run_1/sizing.png
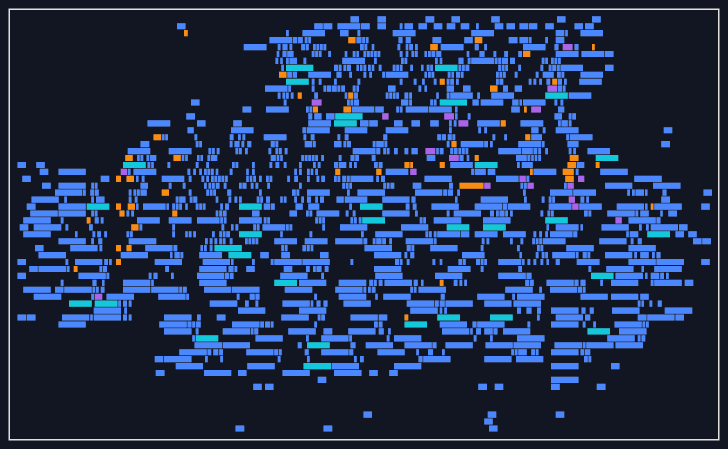
run_1/gates.png
Bar = 100 um.
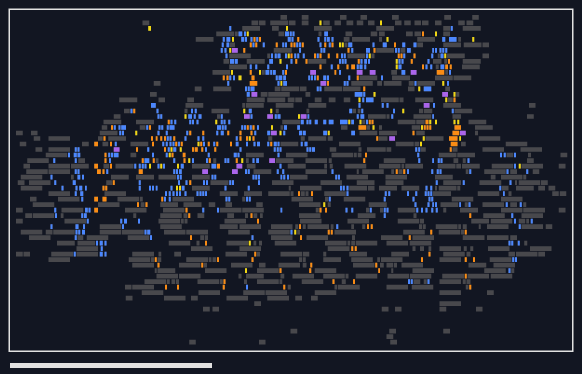
run_1/congestion_map.png
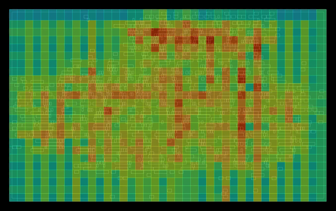
==> config.mk <==
export PLATFORM = sky130hd
export DESIGN_NAME = ioctl_byte_writer
export DESIGN_NICKNAME = d
export VERILOG_FILES = /design/src/rtl/ioctl_byte_writer.sv
export SDC_FILE = /design/constraint.sdc
export NUM_CORES = 1
export LEC_CHECK = 0
export ABC_AREA = 1
export ABC_CLOCK_PERIOD_IN_PS = 8070
export CORE_ASPECT_RATIO = 0.6
export CORE_MARGIN = 2
export CORE_UTILIZATION = 25
export DETAILED_ROUTE_END_ITERATION = 10
export GPL_ROUTABILITY_DRIVEN = 0
export PLACE_DENSITY_LB_ADDON = 0.2
export SKIP_LAST_GASP = 1
export SYNTH_ARGS = -nofsm -noshare
export SYNTH_HDL_FRONTEND = slang
export SYNTH_SLANG_ARGS = --single-unit
==> constraint.sdc <==
create_clock -name clk_sys -period 8.07 [get_ports clk_sys]
set_clock_uncertainty 0.05 [all_clocks]
set_input_delay 2.0175 -clock clk_sys [delete_from_list [all_inputs] [get_ports clk_sys]]
set_output_delay 2.0175 -clock clk_sys [all_outputs]
set_load 0.02 [all_outputs]
==> flow_metrics.env, run 1 <==
# yosys + openroad results
export IMPL_status="complete, no violations"
export IMPL_logic_family="simple AND/OR/NAND/NOR gates"
export IMPL_synth_flops=246
export IMPL_fin_crit_sh_pct=58.1
export IMPL_yosys_stat_seqShare_pct=62.1
export IMPL_diodes=1
export IMPL_hold_viol=0
export IMPL_cp_depth=12
export IMPL_cts_root_buf="clkbuf_16"
export IMPL_vias=8246
export IMPL_rsz0062_at_grt="false"
export IMPL_cts_resized=0
export IMPL_tns_ns=0
export IMPL_holdPathStages=2
export IMPL_endpoint_kind="flip-flop"
export IMPL_path_cells="clkdlybuf4s50_1 > nand2_4 > nand3_1 > o21ai_1 > nand2_2 > inv_2 > ha_1 > ha_1 > nor2_1 > ha_1 > xor2_1 > or2_2"
export IMPL_synth_area_top_cells="edfxtp_1 44%, dfrtp_1 18%, nand2_1 12%"
export IMPL_largestPowerGroup="sequential cells"
export IMPL_cts_tree="done"
export IMPL_dominant_cells="registers"
export IMPL_slew_headroom_pct=37.1
export IMPL_synth_top_cell_by_area="edfxtp_1"
export IMPL_port_buffers=109
export IMPL_fp_dieH_um=168
export IMPL_synth_simple_area_share_pct=23.2
export IMPL_mi_logic_area_um2=3780
export IMPL_internal_power_mw=2.24
export IMPL_cts_htree_levels=1
export IMPL_postRouteAntennaNets=0
export IMPL_layout_drive_gt1_share_pct=7.96
export IMPL_fp_util_pct=25.2
export IMPL_cts_buffers=26
export IMPL_grt_pass1_vias=7991
export IMPL_clock_sinks=246
export IMPL_critical_path_top_delay_family="simple AND/OR/NAND/NOR gates"
export IMPL_dpl_hpwl_um=21100
export IMPL_dp_cells=1823
export IMPL_max_clock_freq_mhz=213
export IMPL_drc=0
export IMPL_synth_most_common_cell="nand2_1"
export IMPL_p_sw_share_pct=22.3
export IMPL_core_area_um2=44600
export IMPL_p_seq_share_pct=49.6
export IMPL_cp_max_fo=27
export IMPL_fin_nets=1316
export IMPL_ys_sh_adder_pct=0.891
export IMPL_nClkBuffers=28
export IMPL_rr_worst_depth=10
export IMPL_ys_cells=1162
export IMPL_worstSetupPathType="in -> reg"
export IMPL_warnings=26
export IMPL_die_x_um=278
export IMPL_worstSkewPairLatency_ns=0.55
export IMPL_cp_start_kind="input port"
export IMPL_regArea_um2=6980
export IMPL_via_per_inst=4.40
export IMPL_largest_reg_flops=164
export IMPL_muxShareOfSynthArea_pct=0
export IMPL_hold_path_class="reg -> reg"
export IMPL_yosys_area_um2=11200
export IMPL_yosysWarnings=0
export IMPL_pg_seq_mw=1.43
export IMPL_ff_type="edfxtp_1"
-- sizing.png (at the start) --
[x1 and smaller] blue | cells: 1180 | share: 92%
[x6 and larger] cyan | cells: 32 | share: 2.5%
[x2] orange | cells: 50 | share: 3.9%
[x3 and x4] purple | cells: 20 | share: 1.6%
Signal buffers: 119
fin area: 13800 um^2
synth-to-layout area growth: 22.9%

-- gates.png (at the start) --
[inv cells] yellow | cells: 66
[xor and xnor cells] purple | cells: 20
[nor cells] orange | cells: 174
[nand cells] blue | cells: 449
fin cells: 1872
fraction of area in multi-input gates: 27.3%
most frequent logic cell in the layout: nand2_1

-- congestion_map.png (at the start) --
M1 GR Usage: 20.0%
Overall Global Routing Usage: 13.6%
met2 Track Usage GR: 20.9%
post-layout util: 31.0%

==> run 1: per-layer routing <==
layer	vias up	GRT usage [%]	share of wire, %
met1	3975	20.0	50
met4	0	2.23	1.1
met5	-	0	0
met2	162	20.9	44
li1	4081	-	-
met3	28	2.50	4.7
==> run 1: worst min-delay path, delay by kind of cell, from the launching register on <==
| family | cells | cell delay [ns] |
|---|---|---|
| AOI/OAI and AO/OA | 1 | 0.07 |
| DFF | 1 | 0.32 |
| and+or+nand+nor | 1 | 0.06 |
==> run 1: layout by cell type, fill, tap and decap left out, types with 15 or more instances in the layout <==
master,n
nand4_1,15
o22ai_1,20
nand3_1,56
o21ai_0,81
a21oi_1,16
clkdlybuf4s50_1,109
clkbuf_16,27
nand2_1,360
dfrtp_1,81
nor2_1,153
inv_1,59
edfxtp_1,164
run_1/m3.png
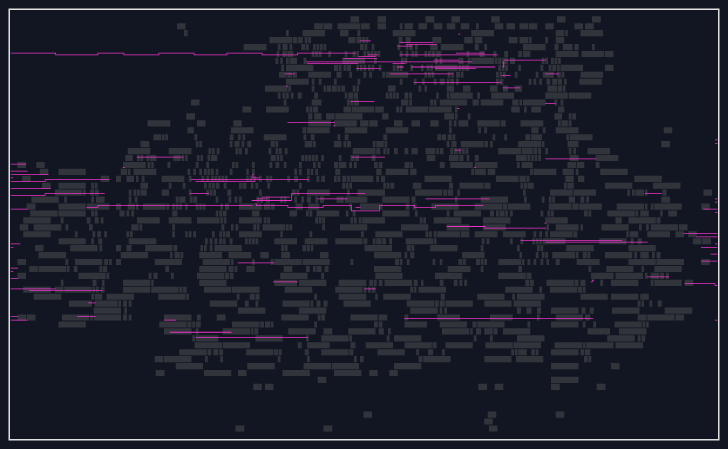

==> inputs of run 2 (changes only) <==
- ABC_CLOCK_PERIOD_IN_PS: 8070 -> 4340
- clock period: 8.07 -> 4.34 ns (I/O delays scaled with it)
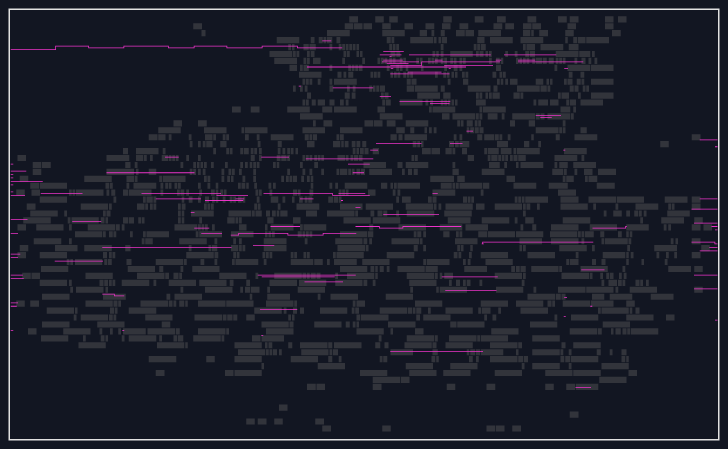
run_2/m3.png
nets with wire on the layer: 83
wire length on this layer: 1380 um
longest straight run: 62.1 um
via count: 8307
final wirelength: 31500 um

==> run 2 against run 1 <==
Compared with the run above:
- global-route usage down 0.10 points
- final cell count about the same
- combinational power grew 91%
- first-iteration DRC count up 7.9%
- area after synthesis is the same
- via count grew 0.74%
- non-clock buffer count up 5
- largest cell class unchanged
- flip-flop count unchanged
- worst hold slack improved by 0.0015 ns
- largest power group unchanged
- register-to-register slack got worse by 3.4 ns
- sequential share of layout area grew 0.17 points
- clock power increased by 62%
==> flow_metrics.env, run 2 <==
# yosys + openroad results
export IMPL_yosys_area_um2=11200
export IMPL_grtUsageMet1_pct=20.0
export IMPL_worstSetupPathType="reg -> out"
export IMPL_dominant_cells="registers"
export IMPL_die_x_um=278
export IMPL_slew_headroom_pct=31.6
export IMPL_first_pass_iters=5
export IMPL_seq_share_pct=50.7
export IMPL_endpoint_kind="primary output"
export IMPL_comb_power_mw=0.323
export IMPL_nMultiInputCombCells=803
export IMPL_utilization_pct=30.9
export IMPL_clock_tree_buffer_depth=3
export IMPL_pg_seq_mw=2.66
export IMPL_tapcell_inserted=589
export IMPL_warnings=27
export IMPL_status="complete, no violations"
export IMPL_holdPathStages=2
export IMPL_drv_slew=0
export IMPL_core_area_um2=44600
export IMPL_postRouteAntennaNets=0
export IMPL_fin_ws_ns=0.886
export IMPL_arrival_ns=2.32
export IMPL_fp_dieH_um=168
export IMPL_rsz0062_at_grt="false"
export IMPL_syn_to_final_growth_pct=22.5
export IMPL_hold_viol=0
export IMPL_bufAreaShareNonClock_pct=9.11
export IMPL_yosysWarnings=0
export IMPL_port_buffers=109
export IMPL_grt_util_met3_pct=2.21
export IMPL_cts_htree_levels=1
export IMPL_ff_type="edfxtp_1"
export IMPL_p_sw_share_pct=23.0
export IMPL_largest_reg_flops=164
export IMPL_wire_per_inst_um=16.8
export IMPL_nNonClkBuffers=124
export IMPL_max_clock_freq_mhz=290
export IMPL_synth_simple_area_share_pct=23.2
export IMPL_cts_buffers=25
export IMPL_p_seq_share_pct=52.5
export IMPL_top_usage_layer="met2"
export IMPL_grt_pass1_vias=7841
export IMPL_tns_ns=0
export IMPL_muxShareOfSynthArea_pct=0
export IMPL_ys_sh_adder_pct=0.891
export IMPL_mostFrequentLayoutCell="nand2_1"
export IMPL_synth_area_top_cells="edfxtp_1 44%, dfrtp_1 18%, nand2_1 12%"
export IMPL_hold_path_class="reg -> reg"
export IMPL_logic_family="simple AND/OR/NAND/NOR gates"
export IMPL_fill_cells=4673
export IMPL_layout_top_cells="360 x nand2_1, 164 x edfxtp_1, 153 x nor2_1, 109 x clkdlybuf4s50_1"
export IMPL_rr_worst_depth=8
export IMPL_internal_power_mw=3.90
export IMPL_p_per_area_nw_per_um2=368
export IMPL_largestPowerGroup="sequential cells"
export IMPL_r2r_slack_ns=1.65
export IMPL_pin_count=110
export IMPL_synth_flops=246
export IMPL_dpl_hpwl_um=21000
export IMPL_grt_max_degree=87
export IMPL_cp_max_fo=3
export IMPL_ff_count=246
export IMPL_wl_met2_um=13700
export IMPL_m1WireLength_um=15900
export IMPL_rows=60
export IMPL_synth_most_common_cell="nand2_1"
export IMPL_synth_top_cell_by_area="edfxtp_1"
export IMPL_fin_area_um2=13800
export IMPL_drc=0
export IMPL_track_usage_pct=13.4
export IMPL_cts_root_buf="clkbuf_16"
export IMPL_clock_sinks=246
export IMPL_dp_cells=1828
export IMPL_worstSkewPairLatency_ns=0.55
export IMPL_fin_nets=1320
export IMPL_mi_logic_area_um2=3780
export IMPL_cts_tree="done"
export IMPL_n_all_inverters=66
export IMPL_fp_util_pct=25.2
export IMPL_cp_start_kind="flip-flop"
export IMPL_fin_crit_sh_pct=79.6
export IMPL_layout_drive_gt1_share_pct=7.79
export IMPL_nClkBuffers=33
export IMPL_highest_layer="met4"
export IMPL_diodes=0
export IMPL_via_per_inst=4.44
export IMPL_cts_resized=0
export IMPL_leakage_nw=5.37
export IMPL_async_flop_share_pct=33.3
export IMPL_regArea_um2=6980
export IMPL_wl_met3_um=1380
export IMPL_yosys_stat_seqShare_pct=62.1
export IMPL_ys_cells=1162
export IMPL_use_met2_pct=20.8
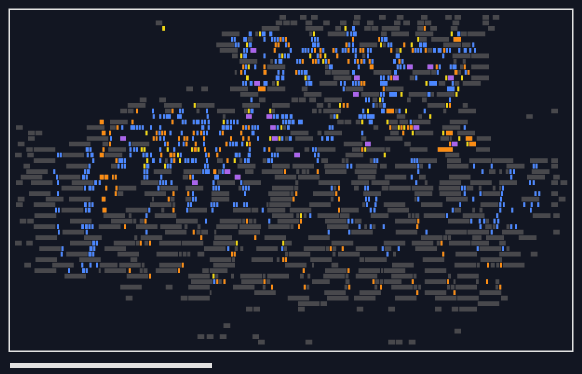
run_2/gates.png
Bar = 100 um.
[nand cells] blue | cells: 449
[xor and xnor cells] purple | cells: 20
[nor cells] orange | cells: 174
[inv cells] yellow | cells: 66
fin cells: 1873
fraction of area in multi-input gates: 27.5%

run 2: netlist changes by cell type in the layout (fill, tap and decap cells not counted), moves of 2 or more:
cell,change
bufinv_16,-4
clkbuf_8,+2
inv_6,+2
clkbuf_16,-2
clkinv_2,-3
buf_12,+4
clkbuf_1,+5
run 2: critical path, cell delays in order, from the launching register on:
cell,delay (ns)
dfrtp_1,0.39
nor2_1,0.21
nand2_1,0.12
or2_2,0.34
nor2_1,0.11
clkdlybuf4s50_1,0.61
run 2: logic make-up (layout without fill, tap and decap cells):
kind of cell | after synthesis | in the layout
AND-OR/OR-AND | 148 | 148
AND/OR/NAND/NOR | 627 | 627
adder cells (fa/ha/maj) | 8 | 8
XOR/XNOR | 20 | 20
flip-flops | 246 | 246
buffers and inverters | 113 | 235
No activity file was given, so power comes from the tool's default toggle rates.
